## config.mk

```make
export PLATFORM = sky130hd
export DESIGN_NAME = fp16_add_wrapper
export DESIGN_NICKNAME = d
export VERILOG_FILES = /design/src/rtl/fp16_pkg.sv /design/src/rtl/fp16_add_wrapper_lzc.sv /design/src/rtl/fp16_add_wrapper.sv
export SDC_FILE = /design/constraint.sdc
export NUM_CORES = 1
export LEC_CHECK = 0
export ABC_AREA = 1
export CAP_MARGIN = 20
export CELL_PAD_IN_SITES_DETAIL_PLACEMENT = 0
export CELL_PAD_IN_SITES_GLOBAL_PLACEMENT = 1
export CORE_MARGIN = 5
export CORE_UTILIZATION = 45
export CTS_BUF_LIST = sky130_fd_sc_hd__clkbuf_16
export CTS_CLUSTER_DIAMETER = 120
export CTS_CLUSTER_SIZE = 10
export DETAILED_ROUTE_END_ITERATION = 12
export PLACE_DENSITY = 0.9
export SLEW_MARGIN = 20
export SYNTH_ARGS = -nofsm -noshare
export SYNTH_HDL_FRONTEND = slang
export SYNTH_HIERARCHICAL = 1
export SYNTH_SLANG_ARGS = --single-unit
export TNS_END_PERCENT = 10
```

## constraint.sdc

```tcl
create_clock -name clk -period 5 [get_ports clk]
set_input_delay 0.75 -clock clk [delete_from_list [all_inputs] [get_ports clk]]
set_output_delay 0.75 -clock clk [all_outputs]
set_load 0.005 [all_outputs]
```

## src/rtl/fp16_pkg.sv

```systemverilog
// Shared binary16 field constants, canonical encodings and the pipeline
// stage record types used by the fp16 adder.
package fp16_pkg;

  localparam int EXP_W = 5;
  localparam int MAN_W = 10;
  localparam int BIAS  = 15;

  // Biased exponent at or above which a finite result becomes infinity.
  localparam logic [EXP_W:0] EXP_INF = (EXP_W + 1)'(2 * BIAS + 1);

  localparam logic [15:0] FP16_QNAN = 16'h7E00;
  localparam logic [15:0] FP16_PINF = 16'h7C00;
  localparam logic [15:0] FP16_NINF = 16'hFC00;

  typedef struct packed {
    logic             sign;
    logic [EXP_W-1:0] exp;
    logic [MAN_W-1:0] man;
  } fp16_t;

  // Unpacked operand: subnormals carry exponent 1 and a clear hidden bit.
  typedef struct packed {
    logic             sign;
    logic [EXP_W-1:0] exp;
    logic [MAN_W:0]   sig;
    logic             is_nan;
    logic             is_inf;
    logic             is_zero;
  } fp16_unp_t;

  // Special-case override travelling down the pipe beside the arithmetic.
  typedef struct packed {
    logic        hit;
    logic [15:0] value;
  } fp16_spec_t;

  typedef struct packed {
    fp16_unp_t a;
    fp16_unp_t b;
  } s1_t;

  typedef struct packed {
    logic             sign_l;
    logic             sign_s;
    logic [EXP_W-1:0] exp_l;
    logic [MAN_W:0]   sig_l;
    logic [MAN_W:0]   sig_s;
    logic [EXP_W-1:0] diff;
    fp16_spec_t       spec;
  } s2_t;

  // Magnitudes are {sig[10:0], guard, round, sticky}.
  typedef struct packed {
    logic             sign;
    logic             eff_sub;
    logic [EXP_W-1:0] exp;
    logic [13:0]      mag_l;
    logic [13:0]      mag_s;
    fp16_spec_t       spec;
  } s3_t;

  typedef struct packed {
    logic           sign;
    logic [EXP_W:0] exp;
    logic [14:0]    sum;
    logic           zero;
    fp16_spec_t     spec;
  } s4_t;

  typedef struct packed {
    logic           sign;
    logic [EXP_W:0] exp;
    logic [13:0]    mant;
    logic           zero;
    fp16_spec_t     spec;
  } s5_t;

  typedef struct packed {
    logic           sign;
    logic [EXP_W:0] exp;
    logic [MAN_W:0] sig;
    logic           zero;
    fp16_spec_t     spec;
  } s6_t;

  function automatic fp16_unp_t fp16_unpack(input fp16_t x);
    fp16_unp_t u;
    u.sign    = x.sign;
    u.exp     = (x.exp == '0) ? EXP_W'(1) : x.exp;
    u.sig     = {x.exp != '0, x.man};
    u.is_nan  = (x.exp == '1) && (x.man != '0);
    u.is_inf  = (x.exp == '1) && (x.man == '0);
    u.is_zero = (x.exp == '0) && (x.man == '0);
    return u;
  endfunction

endpackage

```

## src/rtl/fp16_add_wrapper_lzc.sv

```systemverilog
// Combinational 15-bit leading-zero counter; an all-zero input reports 15.
module fp16_lzc (
  input  logic [14:0] din,
  output logic [3:0]  count
);

  // Scan upward so the highest set bit makes the last assignment.
  always_comb begin
    count = 4'd15;
    for (int i = 0; i < 15; i++) begin
      if (din[i]) count = 4'(14 - i);
    end
  end

endmodule

```

## src/rtl/fp16_add_wrapper.sv

```systemverilog
// Pipelined binary16 adder, RNE, full subnormal support. Seven arithmetic
// stages followed by LAT-7 plain output delay registers; valid rides a
// LAT-bit shift register so every lane built from this has identical latency.
module fp16_add_wrapper #(
  parameter int LAT = 11
) (
  input  logic        clk,
  input  logic        rst,
  input  logic        valid_in,
  input  logic [15:0] a,
  input  logic [15:0] b,
  output logic [15:0] result,
  output logic        valid_out
);
  import fp16_pkg::*;

  s1_t s1_d, s1_q;
  s2_t s2_d, s2_q;
  s3_t s3_d, s3_q;
  s4_t s4_d, s4_q;
  s5_t s5_d, s5_q;
  s6_t s6_d, s6_q;

  logic [15:0]    res_d;
  logic [15:0]    res_q [LAT-6];
  logic [LAT-1:0] valid_d, valid_q;

  logic           a_ge_b;
  logic [3:0]     sh;
  logic [26:0]    wide;
  logic [3:0]     lz;
  logic [3:0]     need;
  logic [EXP_W:0] room;
  logic [3:0]     shamt;
  logic [MAN_W:0] sig_t;
  logic           round_up;
  logic [MAN_W+1:0] sig_rnd;

  fp16_lzc u_lzc (
    .din   (s4_q.sum),
    .count (lz)
  );

  // S1: unpack both operands and classify.
  always_comb begin
    s1_d.a = fp16_unpack(fp16_t'(a));
    s1_d.b = fp16_unpack(fp16_t'(b));
  end

  // S2: order by magnitude, take exponent difference, resolve special cases.
  always_comb begin
    s2_d   = '0;
    a_ge_b = {s1_q.a.exp, s1_q.a.sig} >= {s1_q.b.exp, s1_q.b.sig};
    s2_d.sign_l = a_ge_b ? s1_q.a.sign : s1_q.b.sign;
    s2_d.sign_s = a_ge_b ? s1_q.b.sign : s1_q.a.sign;
    s2_d.exp_l  = a_ge_b ? s1_q.a.exp  : s1_q.b.exp;
    s2_d.sig_l  = a_ge_b ? s1_q.a.sig  : s1_q.b.sig;
    s2_d.sig_s  = a_ge_b ? s1_q.b.sig  : s1_q.a.sig;
    s2_d.diff   = a_ge_b ? (s1_q.a.exp - s1_q.b.exp) : (s1_q.b.exp - s1_q.a.exp);
    if (s1_q.a.is_nan || s1_q.b.is_nan) begin
      s2_d.spec = '{hit: 1'b1, value: FP16_QNAN};
    end else if (s1_q.a.is_inf && s1_q.b.is_inf) begin
      s2_d.spec.hit   = 1'b1;
      s2_d.spec.value = (s1_q.a.sign != s1_q.b.sign) ? FP16_QNAN
                      : (s1_q.a.sign ? FP16_NINF : FP16_PINF);
    end else if (s1_q.a.is_inf) begin
      s2_d.spec = '{hit: 1'b1, value: s1_q.a.sign ? FP16_NINF : FP16_PINF};
    end else if (s1_q.b.is_inf) begin
      s2_d.spec = '{hit: 1'b1, value: s1_q.b.sign ? FP16_NINF : FP16_PINF};
    end else if (s1_q.a.is_zero && s1_q.b.is_zero) begin
      // Only (-0)+(-0) keeps the negative sign.
      s2_d.spec = '{hit: 1'b1, value: {s1_q.a.sign & s1_q.b.sign, 15'd0}};
    end
  end

  // S3: align the smaller significand; everything past round folds into sticky.
  always_comb begin
    s3_d         = '0;
    sh           = (s2_q.diff > 5'd14) ? 4'd14 : s2_q.diff[3:0];
    wide         = {s2_q.sig_s, 16'd0} >> sh;
    s3_d.sign    = s2_q.sign_l;
    s3_d.eff_sub = s2_q.sign_l ^ s2_q.sign_s;
    s3_d.exp     = s2_q.exp_l;
    s3_d.mag_l   = {s2_q.sig_l, 3'b000};
    s3_d.mag_s   = {wide[26:14], |wide[13:0]};
    s3_d.spec    = s2_q.spec;
  end

  // S4: magnitude add or subtract; bit 14 is the carry-out.
  always_comb begin
    s4_d      = '0;
    s4_d.sign = s3_q.sign;
    s4_d.exp  = {1'b0, s3_q.exp};
    s4_d.sum  = s3_q.eff_sub ? ({1'b0, s3_q.mag_l} - {1'b0, s3_q.mag_s})
                             : ({1'b0, s3_q.mag_l} + {1'b0, s3_q.mag_s});
    s4_d.zero = (s4_d.sum == '0);
    s4_d.spec = s3_q.spec;
  end

  // S5: normalize; left shifts stop at exponent 1 so small results stay subnormal.
  always_comb begin
    s5_d      = '0;
    need      = lz - 4'd1;
    room      = s4_q.exp - (EXP_W + 1)'(1);
    shamt     = ({2'b00, need} < room) ? need : room[3:0];
    s5_d.sign = s4_q.sign;
    s5_d.zero = s4_q.zero;
    s5_d.spec = s4_q.spec;
    if (s4_q.sum[14]) begin
      s5_d.mant = {s4_q.sum[14:2], s4_q.sum[1] | s4_q.sum[0]};
      s5_d.exp  = s4_q.exp + (EXP_W + 1)'(1);
    end else begin
      s5_d.mant = s4_q.sum[13:0] << shamt;
      s5_d.exp  = s4_q.exp - {2'b00, shamt};
    end
  end

  // S6: round to nearest, ties to even, and renormalize on significand carry.
  always_comb begin
    s6_d      = '0;
    sig_t     = s5_q.mant[13:3];
    round_up  = s5_q.mant[2] & (s5_q.mant[1] | s5_q.mant[0] | sig_t[0]);
    sig_rnd   = {1'b0, sig_t} + (MAN_W + 2)'(round_up);
    s6_d.sign = s5_q.sign;
    s6_d.zero = s5_q.zero;
    s6_d.spec = s5_q.spec;
    if (sig_rnd[MAN_W+1]) begin
      s6_d.sig = sig_rnd[MAN_W+1:1];
      s6_d.exp = s5_q.exp + (EXP_W + 1)'(1);
    end else begin
      s6_d.sig = sig_rnd[MAN_W:0];
      s6_d.exp = s5_q.exp;
    end
  end

  // S7: pack, apply overrides, saturate to infinity. No hidden bit means subnormal.
  always_comb begin
    res_d = '0;
    if (s6_q.spec.hit) begin
      res_d = s6_q.spec.value;
    end else if (s6_q.zero) begin
      res_d = 16'h0000;
    end else if (s6_q.exp >= EXP_INF) begin
      res_d = s6_q.sign ? FP16_NINF : FP16_PINF;
    end else begin
      res_d = {s6_q.sign, s6_q.sig[MAN_W] ? s6_q.exp[EXP_W-1:0] : 5'd0, s6_q.sig[MAN_W-1:0]};
    end
  end

  // Valid side-band shift register.
  always_comb begin
    valid_d = {valid_q[LAT-2:0], valid_in};
  end

  // Arithmetic stage registers.
  always_ff @(posedge clk) begin
    if (rst) begin
      s1_q <= '0;
      s2_q <= '0;
      s3_q <= '0;
      s4_q <= '0;
      s5_q <= '0;
      s6_q <= '0;
    end else begin
      s1_q <= s1_d;
      s2_q <= s2_d;
      s3_q <= s3_d;
      s4_q <= s4_d;
      s5_q <= s5_d;
      s6_q <= s6_d;
    end
  end

  // Packed result register plus the trailing delay stages, and the valid chain.
  always_ff @(posedge clk) begin
    if (rst) begin
      valid_q <= '0;
      for (int i = 0; i <= LAT - 7; i++) res_q[i] <= '0;
    end else begin
      valid_q  <= valid_d;
      res_q[0] <= res_d;
      for (int i = 1; i <= LAT - 7; i++) res_q[i] <= res_q[i-1];
    end
  end

  assign result    = res_q[LAT-7];
  assign valid_out = valid_q[LAT-1];

endmodule

```

==> flow_results.org, run 1 <==
* Flow results

** Status
- Status :: finished clean

** CTS
- Number of buffers inserted during clock tree synthesis :: 31
- Clock tree synthesis found a total of 280 sinks.
- Root Buffer Master :: sky130_fd_sc_hd__clkbuf_16
- Once the clock tree was built, the setup fixing pass inserted 0 buffers.
- CTS built an H-tree with a depth of 1.
- Clock edge transition at the registers on the reported setup and hold paths :: 0.05 ns
- The number of hold buffers added after CTS was 0.

** Yosys
- The cell-mix breakdown from Yosys lists the compound-gate area share as 0.102.
- Per the synth stats, the proportion of register bits with asynchronous set or reset is 0.
- Sorting the synthesis cell report by count puts at the top sky130_fd_sc_hd__inv_1.
- The post-synth register bit count is 280.
- The cell count after synthesis came out at 1652.
- Most instantiated flip-flop cell in the synthesis netlist :: sky130_fd_sc_hd__dfxtp_1
- Area fraction in full adders, half adders and majority gates :: 0.0633
- Top cells, area :: sky130_fd_sc_hd__dfxtp_1, sky130_fd_sc_hd__inv_1, sky130_fd_sc_hd__nor2_1, sky130_fd_sc_hd__nand2_1, sky130_fd_sc_hd__ha_1
- Area share, top type :: 0.448
- Top comb family, area :: simple AND/OR/NAND/NOR gates
- Post-synthesis instance area :: 12500 sq um
- In this run, synthesis inferred 0 flip-flops with an integrated enable.
- Warnings reported by Yosys during synthesis add up to 6.
- Yosys synthesis chip area :: 12500 sq um
- Area fraction in xor and xnor cells :: 0.0168
- Post-Synth Simple-Gate Area :: 0.236
- Avg Cell Area, Syn :: 7.58 sq um

** Cells and area
- Register cell area after layout :: 5610 sq um
- Number of diodes :: 0
- Multi-input gate area in the final layout :: 5280 sq um
- The layout summary lists the proportion of cells stronger than drive strength 1 as 0.0629.
- At the end of the flow, the number of nets in the layout was 1766.
- Per the cell usage report, the commonest logic cells after layout are sky130_fd_sc_hd__inv_1, sky130_fd_sc_hd__dfxtp_1, sky130_fd_sc_hd__nor2_1, sky130_fd_sc_hd__nand2_1, sky130_fd_sc_hd__a21oi_1.
- The layout stage reports a final design area of 14000 sq um.
- Most instantiated logic cell after routing :: sky130_fd_sc_hd__inv_1
- Per the run report, area growth between synthesis and finish was 11.7%.

** Critical path
- Setup CP Type :: flop to flop
- The setup check on the worst reg-to-reg path leaves a slack of 0.54 ns.
- Broken down by cell family, the worst path's largest delay share belongs to simple AND/OR/NAND/NOR gates.
- Per the timing report, the biggest fanout along the worst path comes to 15.
- Highest cell delay on the worst timing path :: 0.38 ns
- Per the post-run analysis, buffers plus inverters along the critical path come to 5.
- Worst EP arrival :: 4.93 ns
- Required time of the critical path :: 5.47 ns
- The slowest stage of the critical path belongs to the cell sky130_fd_sc_hd__dfxtp_1.
- The worst setup path is launched from a flop.

** Detailed routing
- Mean routed wirelength per cell :: 11.5 microns
- Wl on met1 :: 10900 microns
- Routed vias/inst :: 4.67
- The detail route stage leaves a number of antenna-violating nets equal to 0.
- Amount of wire on met3 after detailed routing :: 1050 microns
- Top layer used by detailed routing :: met4
- Number of design rule violations left after detail routing :: 0
- Summed over all nets, wire length on met2 after detailed routing comes to 11000 microns.
- Number of DRC violations after detailed-routing iteration 0 :: 452

** Timing
- For the finished layout, the period the worst path requires is 4.46 ns.
- TNS Setup :: 0 ns
- For the pin with the worst max-slew slack, the measured transition is 0.860 ns.
- The highest clock rate this design can be run at is 224 MHz.
- Setup repair after global routing left no endpoint under its margin.
- Endpoints failing hold in the final report were tallied at 0.
- Final setup violating endpoints :: 0
- Tcrit/Tclk final :: 0.893
- Number of slew-limit violations in the final report :: 0

** Global routing
- Met2 track demand over resource :: 0.263
- Recorded from the global router log, the overflow total was 0.
- Global routing usage summed across all routing layers :: 0.153
- Via count of the first global-routing pass :: 9141
- Routing resource usage on met1 recorded by global route was 0.197.
- Global-route wire length before repair :: 41000 microns
- Entering global routing, the biggest net connects 74 pins.

** Power
- Register share of total power :: 0.370
- Final total power :: 6.98 mW
- Ranked by power, first place goes to registers.
- The power report attributes to the clock group a share of 0.268.
- Summed over all combinational cells, the power is 2.53 mW.
- Net Switching :: 2.57 mW
- The power report attributes to the combinational group a share of 0.363.
- The flow reported a cell area power density of 499 nW/um^2.
- Sequential group power :: 2.58 mW

** Floorplanning
- The initial utilization of the core area, before any placement, comes to 0.453.
- Total die size :: 31300 sq um
- Measured along the y axis, the die boundary spans 177 microns.
- The floorplan step defined a core boundary enclosing 27600 sq um.
- The die is 177 microns wide.

** Flow run
- The tool flagged a number of max-cap violations equal to 0.

** Place
- The wire-length estimate of the detail-placed layout is 17400 microns.
- Dpl cell area :: 13100 sq um
- STA on the placed design reports a worst setup slack of 0.447 ns.

** Hold path
- In this run the worst hold path is classified as flop to flop.
-- run 1: path summary, 6_finish.rpt --
path	start	to	cells past startpoint
hold reg to reg	res_q[0][42]	res_q[0][58]	2
hold / removal	res_q[0][42]	res_q[0][58]	2
setup reg to reg	s4_q[19]	s5_q[37]	39
setup / recovery	s4_q[19]	s5_q[37]	39
-- run 1: layout make-up --
type,instances,share of cell area
sequential,280,0.401
clock buffer,31,0.0555
multi-input combinational,969,0.377
inverter,331,0.0903
timing repair buffer,57,0.0412
tap,378,0.0338
clock inverter,1,0.00143
-- run 1: flip-flops by register name, indices dropped and copies added, names as in the netlist --
signal   count
valid_q     11
s5_q        26
s2_q        38
s4_q        26
s3_q        36
s6_q        23
s1_q        40
res_q       80
**Run 1: nets reached from selected ports**

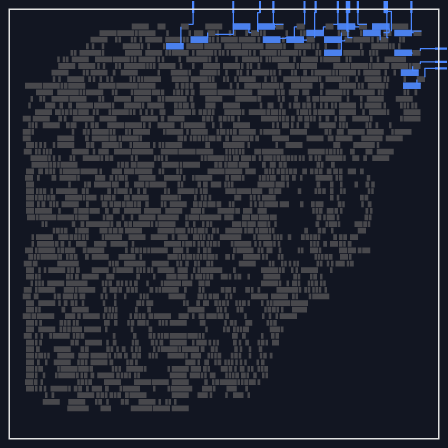
blue -> result  # direction output, edge 13 top, 3 right, end cells 16, buffers 16, wire 219 microns
count of buffers from port buffering: 51
IO Count: 52

**Run 1: M2 wires**

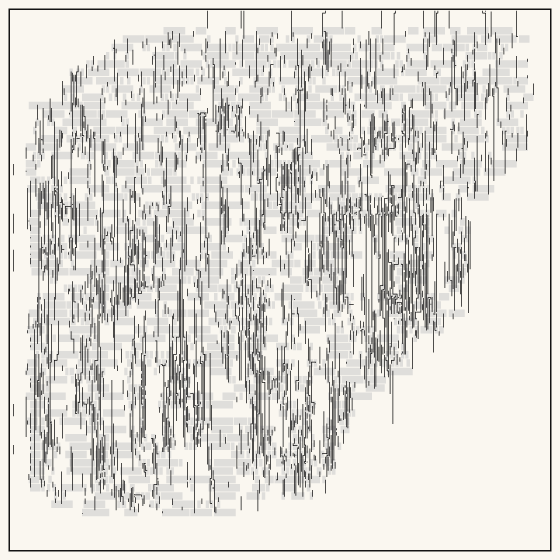
nets with wire on the layer = 1319
wire length on this layer = 11000 microns

**Run 1: cell outlines without signal wires**

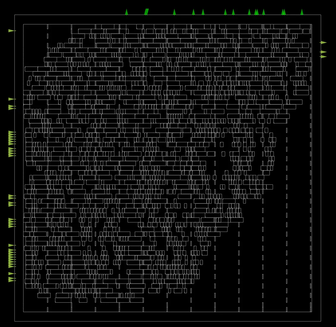
number of sequential cells: 280
sequential cell area share: 0.401
number of inserted filler cells in the final layout: 2706
final core utilization: 0.506

**Run 1: metal 3**

The bar under the picture is 50 microns long.
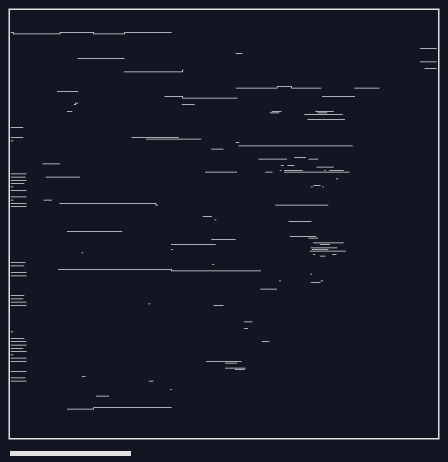
share of all routed wire = 4.4%
wire length on this layer = 1050 microns
nets with wire on the layer = 87
final WL: 23600 microns
number of vias in the routed layout: 9552
global routing met3 resource utilization: 0.0229

--- run 2 (diff from run 1) ---
- ABC_AREA: 1 -> 0
- CORE_UTILIZATION: 45 -> 47
- GPL_ROUTABILITY_DRIVEN: not set -> 1
==> flow_results.org, run 2 <==
* Flow results

** Status
- Status :: finished clean

** Place
- After legalization and detailed placement, the total HPWL measured 16800 microns.
- Dpl cell area :: 12700 sq um
- Buffers placed on the I/O ports in this run total 51.

** Timing
- Fin. Hold Viols :: 0
- Unrepaired setup endpoints after global routing :: false
- The last timing report of the flow puts the setup violation total at 0.
- Number of slew-limit violations in the final report :: 0
- The final timing summary puts the cycle share of the worst path at 0.944.
- Subtracting the final worst setup slack from the clock period gives 4.72 ns.
- The final layout reports a setup TNS of 0 ns.
- Maximum frequency from static timing analysis :: 212 MHz

** Power
- Power group with the highest consumption :: registers
- Power per standard cell area :: 444 nW/um^2
- The final power report lists total power as 6.04 mW.
- Combinational logic power :: 1.66 mW

** Floorplanning
- In the floorplan report the effective utilization is 0.476.
- The die is 170 microns tall.
- The die is 170 microns wide.
- The total area inside the core boundary comes to 25200 sq um.
- Total die size :: 28800 sq um

** Cells and area
- The most common logic cell in the final layout is sky130_fd_sc_hd__dfxtp_1.
- In the final layout, the registers with the most flip-flops are res_q x80, s1_q x40, s2_q x38.
- The register with the most flip-flops in the layout has 80 of them.
- Per the cell usage report, the commonest logic cells after layout are sky130_fd_sc_hd__dfxtp_1, sky130_fd_sc_hd__nor2b_1, sky130_fd_sc_hd__nor2_1, sky130_fd_sc_hd__inv_1.
- Summing all non-filler instances in the final layout gives an area of 13600 sq um.
- The largest register by flop count is res_q.
- Once layout is complete, the utilization of the core stands at 0.540.
- In the final layout, the share of cells above drive strength 1 is 0.0738.

** Detailed routing
- TritonRoute output was used to compute an average wire per cell of 14.3 microns.
- After detailed routing, the met2 layer carries 10900 microns of wire.
- The detailed router used layers up to and including met4.
- For this block, the initial DRC count from the detailed router was 551.
- The script logs the ratio of routed vias to standard cells as 5.23.

** Critical path
- FF-to-FF setup slack :: 0.28 ns
- For the worst flop-to-flop path, the logic depth is 22.
- Worst setup path startpoint :: s4_q[26]
- Per the timing report, the most critical flop-to-flop path finishes at s5_q[37].
- The most critical setup path has its endpoint at s5_q[37].
- Category of cells accounting for the largest share of critical-path delay :: AND-OR/OR-AND gates
- Worst EP arrival :: 5.13 ns
- The script reports the combined buffer and inverter count of the critical path as 3.
- Highest cell delay on the worst timing path :: 0.41 ns
- Critical path fanouts, max :: 8
- The critical path's slowest stage uses the library cell sky130_fd_sc_hd__or3b_1.

** CTS
- Per the TritonCTS log, the buffer count is 31.
- Number of sinks on the clock net :: 280
- Once the clock tree was built, the setup fixing pass inserted 0 buffers.

** Yosys
- Post-Synth Simple-Gate Area :: 0.209
- Post-synthesis instance area :: 12000 sq um
- Avg Cell Area, Syn :: 9.48 sq um
- Synthesized-area fraction occupied by ao, oa, aoi and oai cells :: 0.121
- Synthesis produced 1265 cells.
- By area, the combinational part of the netlist is dominated by simple AND/OR/NAND/NOR gates.
- Of the post-synthesis cell area, the dominant cell type holds 0.467.
- Per the synthesis report, the adder-cell share of the synthesized area is 0.0680.
- Sorting the synthesized cells by area gives the leading types as sky130_fd_sc_hd__dfxtp_1, sky130_fd_sc_hd__nor2b_1, sky130_fd_sc_hd__ha_1, sky130_fd_sc_hd__mux2i_1, sky130_fd_sc_hd__nor2_1.
- Dominant cell by count in the synthesized netlist :: sky130_fd_sc_hd__dfxtp_1

** Global routing
- The first global-routing pass estimated 39700 microns of wire.
- Met1 demand-to-capacity share in global routing :: 0.213
- Gr ovfl total :: 0
- Via count of the first global-routing pass :: 8171
- Entering global routing, the biggest net connects 139 pins.

** Hold path
- Hold endpoint :: res_q[0][8]
- Path category of the worst min-delay check :: flop to flop

** Flow run
- The run reported a max-capacitance violation count of 0.
[run 2: netlist changes by cell type in the layout (fill, tap and decap cells not counted), sizes merged, moves of 16 or more]
| cell | before | now |
|---|---|---|
| inv | 330 | 71 |
| a21oi | 99 | 50 |
| xnor2 | 5 | 22 |
| mux2i | 3 | 57 |
| a21o | 3 | 19 |
| nor2b | 0 | 163 |
| nand2 | 234 | 41 |
| buf | 7 | 23 |
| nand3 | 107 | 36 |
| o21ai | 99 | 51 |
| nor2 | 256 | 127 |
[run 2: layout make-up]
type                       instances  area (sq um)  share of cell area
clock buffer                      31           776              0.0570
clock inverter                     1          20.0             0.00147
inverter                          70           263              0.0193
multi-input combinational        846          5830               0.429
sequential                       280          5610               0.412
tap                              330           413              0.0304
timing repair buffer              73           689              0.0507
**Run 2: nets reached from selected ports**

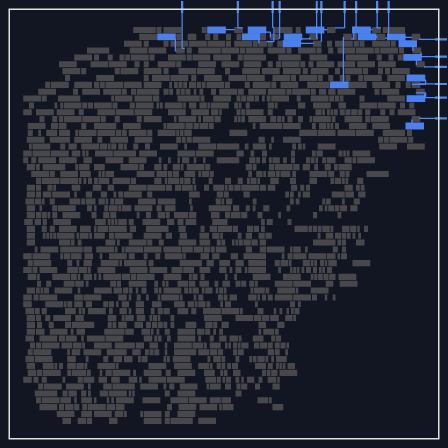
blue -> result  # direction output, edge 10 top, 6 right, end cells 16, buffers 16, wire 240 microns

**Run 2: metal 3**

The bar under the picture is 50 microns long.
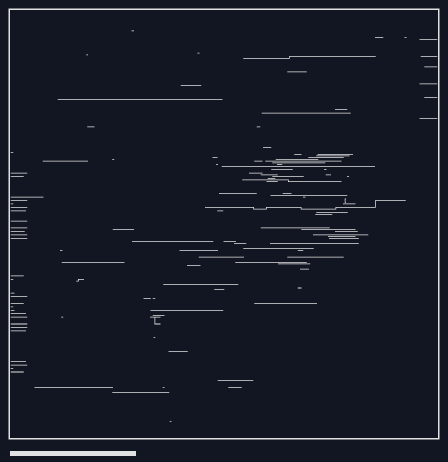
main direction = horizontal
share of all routed wire = 5.7%

--- run 3 (diff from run 2) ---
- CORE_UTILIZATION: 47 -> 50
- DONT_BUFFER_PORTS: not set -> 1
- PLACE_DENSITY: 0.9 -> 0.91
==> flow_results.org, run 3 <==
* Flow results

** Yosys
- The synthesized netlist occupies a cell area of 12000 sq um.
- Yosys warnings :: 6
- The cell-mix breakdown from Yosys lists the adder-cell area share as 0.0680.
- Of the total synthesized cell area, the portion taken by AND-OR and OR-AND cells is 0.121.
- The synthesized netlist handed to floorplanning was reported with a cell count of 1265.
- Avg Cell Area, Syn :: 9.48 sq um
- Post-Synth Simple-Gate Area :: 0.209
- Looking at the cell usage after synthesis, the top flip-flop cell is sky130_fd_sc_hd__dfxtp_1.
- Top comb family, area :: simple AND/OR/NAND/NOR gates
- Top cells, area :: sky130_fd_sc_hd__dfxtp_1, sky130_fd_sc_hd__nor2b_1, sky130_fd_sc_hd__ha_1, sky130_fd_sc_hd__mux2i_1, sky130_fd_sc_hd__nor2_1
- In this run, synthesis inferred 0 flip-flops with an integrated enable.

** Critical path
- Worst reg-to-reg path cell count :: 22
- Setup CP Type :: flop to flop
- Looking at the critical path, the single cell with the biggest stage delay is sky130_fd_sc_hd__dfxtp_1.
- Among all stages on the critical path, the maximum delay recorded is 0.45 ns.
- Category of cells accounting for the largest share of critical-path delay :: AND-OR/OR-AND gates
- In this run the worst path has a maximum fanout of 11.
- Worst EP arrival :: 5.16 ns
- Worst r2r dst :: s5_q[37]

** Floorplanning
- Tap Cells :: 319
- IO Count :: 52
- Die Y-Extent :: 165 microns
- After floorplanning, the die was sized to cover 27200 sq um.
- Core Region :: 23500 sq um

** Detailed routing
- Number of DRC violations after detailed-routing iteration 0 :: 648
- Number of design rule violations left after detail routing :: 0
- Per the detail_route report, routed wire per instance is 14.4 microns.
- Wl on met1 :: 10400 microns
- Amount of wire on met3 after detailed routing :: 1260 microns
- Nets still carrying antenna violations after routing amount to 0.

** Place
- Detailed placement reports a standard cell area of 12200 sq um.
- The wire-length estimate of the detail-placed layout is 16100 microns.
- Count of buffers from port buffering :: 0

** Timing
- Maximum frequency from static timing analysis :: 211 MHz
- Tcrit/Tclk final :: 0.947
- The pin closest to its max-slew limit shows a slew of 1.02 ns.
- The final timing report counts setup violations totalling 0.
- For reference, the final report shows the max-slew violation count at 0.
- Subtracting the final worst setup slack from the clock period gives 4.74 ns.
- TNS Setup :: 0 ns
- Hold-check failures listed in the final report amount to 0.

** Cells and area
- Flip-flop count of the largest register after layout :: 80
- Largest cell class by area :: combinational gates
- Non-clock inverter count :: 70
- After the last flow step, the layout net total stands at 1342.
- Largest regs :: res_q x80, s1_q x40, s2_q x38
- Number of diodes :: 0
- Summing all multi-input logic gate instances after layout gives 5800 sq um.
- Logic share of the area :: 0.446
- The flow measured a signed area growth from synthesis to layout of 8.28%.
- Of the cells placed in the final design, the portion with a size suffix greater than 1 is 0.0675.
- The filler cells instantiated in the layout total 2108.
- Sequential cell area share :: 0.431
- The sequential cells in the finished layout cover a total of 5610 sq um.
- Count of plain and timing-repair buffers in the layout :: 17
- Per the final report, the share of cell area in non-clock buffers is 0.00982.
- The final design was reported to hold multi-input combinational gates totalling 846.

** CTS
- Number of H-tree branching levels :: 1
- In this run, CTS created clock tree buffers numbering 31.
- Root Buffer Master :: sky130_fd_sc_hd__clkbuf_16
- Clock edge transition at the registers on the reported setup and hold paths :: 0.06 ns
- Per the repair_timing log after CTS, setup buffers inserted total 0.

** Power
- Final total power :: 5.93 mW
- Power per standard cell area :: 456 nW/um^2
- The largest share of the power goes to registers.
- Net Switching :: 1.82 mW

** Global routing
- For met2 alone, demand over resource in global routing was 0.282.
- Met1 demand-to-capacity share in global routing :: 0.217
- Maximum number of pins on one net before global-route repair :: 253

** Status
- The flow ran to the end, and the final reports show no timing, DRC or antenna violations.

** Hold path
- Looking at the hold checks, the worst path lands on s1_q[20].
- Path category of the worst min-delay check :: primary input to flop
- The report gives the cell count of the worst hold path as 1.
[run 3: cell counts after synthesis]
No cell type changed its count.
[run 3: through the flow]
stage               cells  utilization  worst slack (ns)
detailed placement   1532        0.518             0.316
CTS                  1564        0.552             0.293
floorplan            1265            -             0.346
global route         1564        0.552            0.0237
finish               1564        0.552             0.265
global placement     1532        0.518             0.416
[run 3: worst max-delay path by stage]
stage          endpoint  slack [ns]  depth (start not counted)
6_report       s5_q[37]        0.26                         22
5_1_grt        s5_q[37]        0.02                         22
4_1_cts        s5_q[37]        0.29                         22
3_5_place_dp   s5_q[37]        0.32                         22
3_3_place_gp   s5_q[37]        0.42                         22
2_1_floorplan  s5_q[37]        0.35                         23
**Run 3: metal 3**

The bar under the picture is 50 microns long.
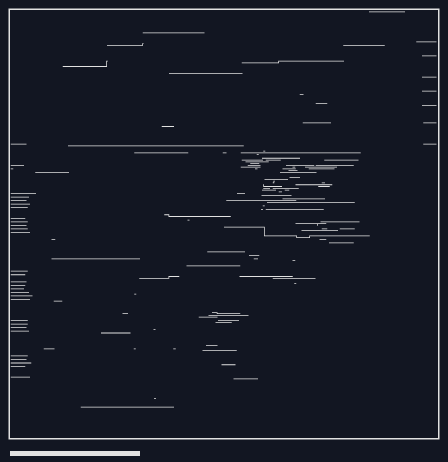
final WL: 22500 microns
number of vias in the routed layout: 8285
global routing met3 resource utilization: 0.0309

**Run 3: nets reached from selected ports**

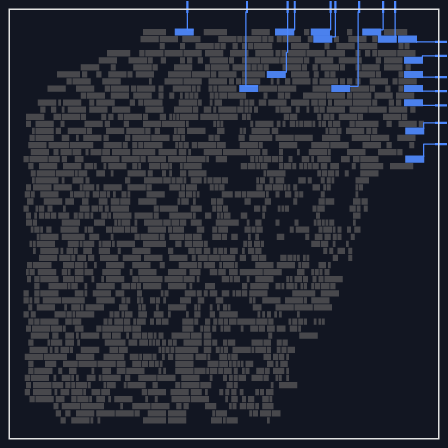
blue -> result  # direction output, edge 9 top, 7 right, end cells 16, buffers 0, wire 195 microns

No activity file was given, so power comes from the tool's default toggle rates.
